Fig. 1: supply network
Drawn at 3 px/µm. Pins as bars on the die edge.
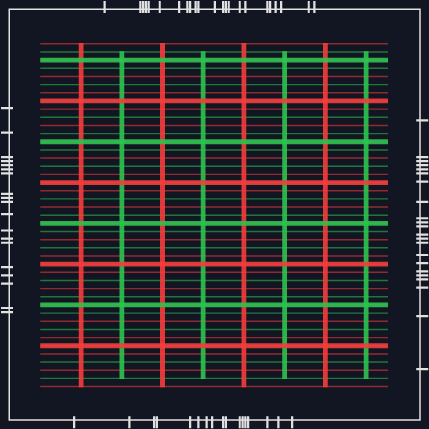
Fig. 2: the metal 4 layer
Drawn at 3 px/µm.
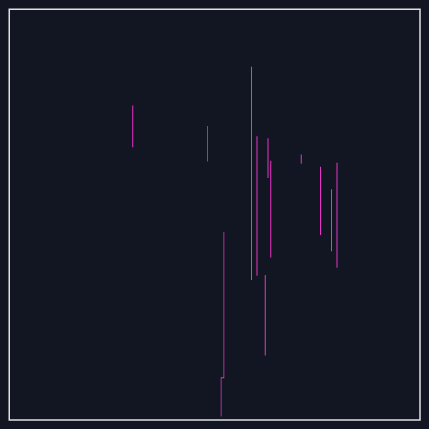
Fig. 3: clock distribution
Drawn at 4 px/µm.
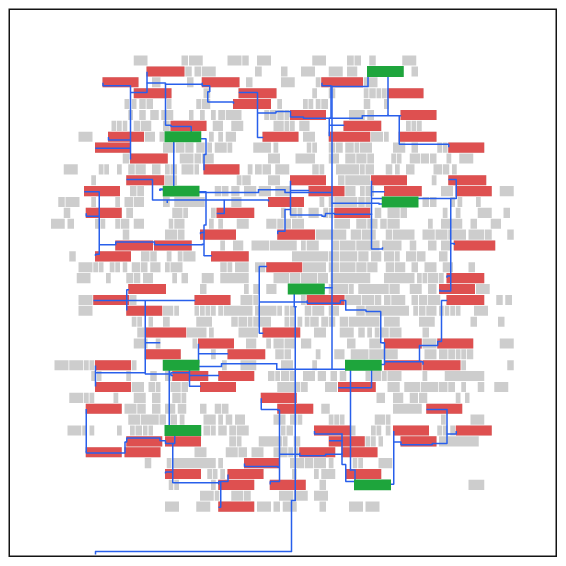
==> src/rtl/timer_pkg.sv <==
// rtl/timer_pkg.sv - shared types for the countdown timer
package timer_pkg;

  typedef enum logic [1:0] {
    IDLE    = 2'd0,
    RUN     = 2'd1,
    EXPIRED = 2'd2
  } timer_state_t;

endpackage

==> src/rtl/prescaler.sv <==
// rtl/prescaler.sv - up-counter that wraps at divide and flags a tick on the wrap cycle
module prescaler #(
  parameter int PRESCALE_W = 8
) (
  input  logic                  clk,
  input  logic                  rst_n,
  input  logic                  clear,
  input  logic                  enable,
  input  logic [PRESCALE_W-1:0] divide,
  output logic                  tick
);

  logic [PRESCALE_W-1:0] cnt;

  assign tick = enable && !clear && (cnt == divide);

  always_ff @(posedge clk or negedge rst_n) begin
    if (!rst_n) begin
      cnt <= '0;
    end else if (clear) begin
      cnt <= '0;
    end else if (enable) begin
      cnt <= (cnt == divide) ? '0 : cnt + PRESCALE_W'(1);
    end
  end

endmodule

==> src/rtl/countdown_timer.sv <==
// rtl/countdown_timer.sv - programmable down-counting timer with sticky expiry interrupt
module countdown_timer
  import timer_pkg::*;
#(
  parameter int SIZE       = 32,
  parameter int PRESCALE_W = 8
) (
  input  logic                  clk,
  input  logic                  rst_n,
  input  logic                  start,
  input  logic                  stop,
  input  logic                  periodic,
  input  logic [SIZE-1:0]       load_value,
  input  logic [PRESCALE_W-1:0] prescale,
  input  logic                  irq_ack,
  output logic [SIZE-1:0]       count_value,
  output logic                  busy,
  output logic                  expired,
  output logic                  overrun
);

  timer_state_t          state;
  logic [SIZE-1:0]       reload;
  logic [PRESCALE_W-1:0] divide;
  logic                  periodic_mode;
  logic                  tick;
  logic                  expiry;

  prescaler #(
    .PRESCALE_W(PRESCALE_W)
  ) u_prescaler (
    .clk    (clk),
    .rst_n  (rst_n),
    .clear  (start),
    .enable (state == RUN),
    .divide (divide),
    .tick   (tick)
  );

  // A start or stop on the same edge discards the pending tick entirely
  assign expiry = (state == RUN) && tick && (count_value == '0) && !start && !stop;

  always_ff @(posedge clk or negedge rst_n) begin
    if (!rst_n) begin
      state         <= IDLE;
      count_value   <= '0;
      reload        <= '0;
      divide        <= '0;
      periodic_mode <= 1'b0;
      busy          <= 1'b0;
      expired       <= 1'b0;
      overrun       <= 1'b0;
    end else begin
      if (stop) begin
        state <= IDLE;
        busy  <= 1'b0;
      end else if (start) begin
        reload        <= load_value;
        divide        <= prescale;
        periodic_mode <= periodic;
        count_value   <= load_value;
        state         <= RUN;
        busy          <= 1'b1;
      end else if (state == RUN && tick) begin
        if (count_value != '0) begin
          count_value <= count_value - SIZE'(1);
        end else if (periodic_mode) begin
          count_value <= reload;
        end else begin
          state <= EXPIRED;
          busy  <= 1'b0;
        end
      end

      // Set beats ack; overrun only latches when the previous expiry is still unacknowledged
      if (expiry) begin
        expired <= 1'b1;
        if (irq_ack) begin
          overrun <= 1'b0;
        end else if (expired) begin
          overrun <= 1'b1;
        end
      end else if (irq_ack) begin
        expired <= 1'b0;
        overrun <= 1'b0;
      end
    end
  end

endmodule
==> config.mk <==
export PLATFORM = sky130hd
export DESIGN_NAME = countdown_timer
export DESIGN_NICKNAME = d
export VERILOG_FILES = /design/src/rtl/timer_pkg.sv /design/src/rtl/prescaler.sv /design/src/rtl/countdown_timer.sv
export SDC_FILE = /design/constraint.sdc
export NUM_CORES = 1
export LEC_CHECK = 0
export ABC_CLOCK_PERIOD_IN_PS = 2350
export CAP_MARGIN = 20
export CELL_PAD_IN_SITES_DETAIL_PLACEMENT = 0
export CELL_PAD_IN_SITES_GLOBAL_PLACEMENT = 1
export CORE_MARGIN = 10
export CORE_UTILIZATION = 35
export CTS_CLUSTER_DIAMETER = 30
export CTS_CLUSTER_SIZE = 28
export DETAILED_ROUTE_END_ITERATION = 10
export GPL_TIMING_DRIVEN = 0
export PLACE_DENSITY = 0.78
export SLEW_MARGIN = 40
export SYNTH_ARGS = -nofsm -noshare
export SYNTH_HDL_FRONTEND = slang
export SYNTH_SLANG_ARGS = --single-unit
==> constraint.sdc <==
create_clock -name clk -period 2.35 [get_ports clk]
set_input_delay 0.5875 -clock clk [delete_from_list [all_inputs] [get_ports clk]]
set_output_delay 0.5875 -clock clk [all_outputs]
set_load 0.1 [all_outputs]
==> impl_metrics.yaml <==
# physical design summary
global_route:
  grt.met3_usage_pct: 4.21
  grt_pass1_vias: 4576
  grt_usage_pct: 17.5
  antenna_found_initial: 0
  met1_usage_pct: 22.4
  grt_pass1_wl_um: 25500
placed_design:
  dp.cells: 828
  portBuffers: 80
  gp_congestion: 0.850
route:
  ant_nets: 0
  wl_per_cell_um: 19.0
  wl_met1_um: 6980
  drc: 0
  highest_layer: "met4"
  routed_via_density: 5.56
  first_iter_violations: 376
finish:
  ff_latch_area_um2: 2170
  signal_buffers: 140
  antennaDiodeCount: 0
  fin_nets: 734
  largest_class: "logic gates"
  drive_gt1_share_pct: 27.8
  seq_share_pct: 32.8
  final_area_um2: 6630
  largestRegisters: "count_value (32), reload (32)"
  num-fill-cells: 1255
  post-route-util_pct: 50.1
  final_cells: 866
run:
  maxCapViolCount: 0
  log.warning_count: 30
power:
  maxPowerGroup: "registers"
  switching_power_mw: 2.07
  total_power_mw: 5.16
  power.leakage_nw: 2.81
  sw_frac_of_total_pct: 40.1
  pwr-share-seq_pct: 37.0
  p_int_mw: 3.09
  pg_comb_mw: 1.68
yosys:
  simple_gate_share_pct: 26.8
  ys_ff: 85
  top_cell_area_share_pct: 44.9
  synthCells: 571
  ys_top_cells_by_area: "dfrtp_1, nand2_1, a21oi_1, xnor2_1, nor2_1"
  edf_count: 0
  top_logic_kind: "simple AND/OR/NAND/NOR gates"
  yosysTopAreaCell: "dfrtp_1"
  yosysMostFrequentCell: "nand2_1"
  synthArstFlopShare_pct: 100
  flop_cell: "dfrtp_1"
  netlist_top_cells_count: "nand2_1, dfrtp_1, a21oi_1"
  aoi_share_pct: 18.4
clock_tree:
  cts_max_level: 3
  ctsResizeCount: 35
  numCtsBuffers: 9
  cts_setup_buffers: 12
  cts.path.max_buffers: 2
  ctsHoldBuffers: 0
setup_path:
  path_cells: "or4_4 > nor4_4 > buf_6 > a41oi_4 > o21a_1 > buf_6 > buf_12 > a21oi_1 > a21oi_1"
  crit_fanout: 6
  cp-endpoint: "count_value[19]$_DFFE_PN0P_"
  critPathSlowestCell: "or4_4"
  required_ps: 2580
  critical_path_class: "reg -> reg"
  crit_path_start: "count_value[17]$_DFFE_PN0P_"
  cp-end-kind: "flip-flop"
  r2r_start: "count_value[17]$_DFFE_PN0P_"
  reg2reg_slack_ps: -90
  cp-start-kind: "flip-flop"
sta:
  worst_slew_pin_slew_ps: 631
  setup_slack_ps: -92.6
  fmax_mhz: 409
  fin_crit_ps: 2440
  finalMaxSlewViolations: 0
  finalCritPeriodShare_pct: 104
  timing.setup.tns_ps: -295
  finalHoldViolCount: 0
  finalSetupViolations: 11
floorplan:
  num_io_pins: 81
  fp_util_pct: 35.8
  num_rows: 42
worst_hold_path:
  hold_class: "in -> async"
outcome:
  outcome: "complete, but fails checks"
  failed_checks: "negative setup slack"
-- Fig. 1 (at the start) --
net	color
VDD	green
VSS	red
met4 straps	8
met1 rails	43
rows	42
area of the core: 13200 µm²
Die X: 136 µm
Die Ht: 136 µm
Peak VDD IR: 0.383 mV

-- Fig. 2 (at the start) --
main direction	vertical
longest straight run	70.7 µm
total wire length: 16500 µm
DR vias: 4818

-- Fig. 3 (at the start) --
[clock wires] blue | length: 1270 µm
[flip-flops] red | count: 85
[cells driving clock nets] green | count: 9
routed clock nets	10
Clk Latency, worst-skew pair: 350 ps
Clock power frac: 30.4%
Clock group: 1.57 mW
Clock Skew: 9.01 ps

==> layout by cell type, fill, tap and decap left out, types with 5 or more instances in the layout <==
master / count
o21ai_0: 19
clkbuf_1: 12
clkdlybuf4s50_1: 44
nand3_1: 14
o31ai_1: 5
nand2b_1: 6
nor4_4: 5
nor4_1: 5
buf_6: 8
or3_1: 8
dfrtp_1: 55
o22ai_1: 5
a211o_1: 5
clkbuf_16: 10
nor3_1: 9
clkbuf_2: 5
xor2_1: 6
buf_4: 24
dfrtp_2: 26
nor2_2: 10
buf_2: 35
nor2_1: 27
a31oi_1: 5
nand2_1: 149
a21oi_2: 8
inv_1: 12
a21oi_1: 39
nand4_1: 6
o211ai_1: 16
xnor2_1: 18
Power and IR drop assume default switching activity.
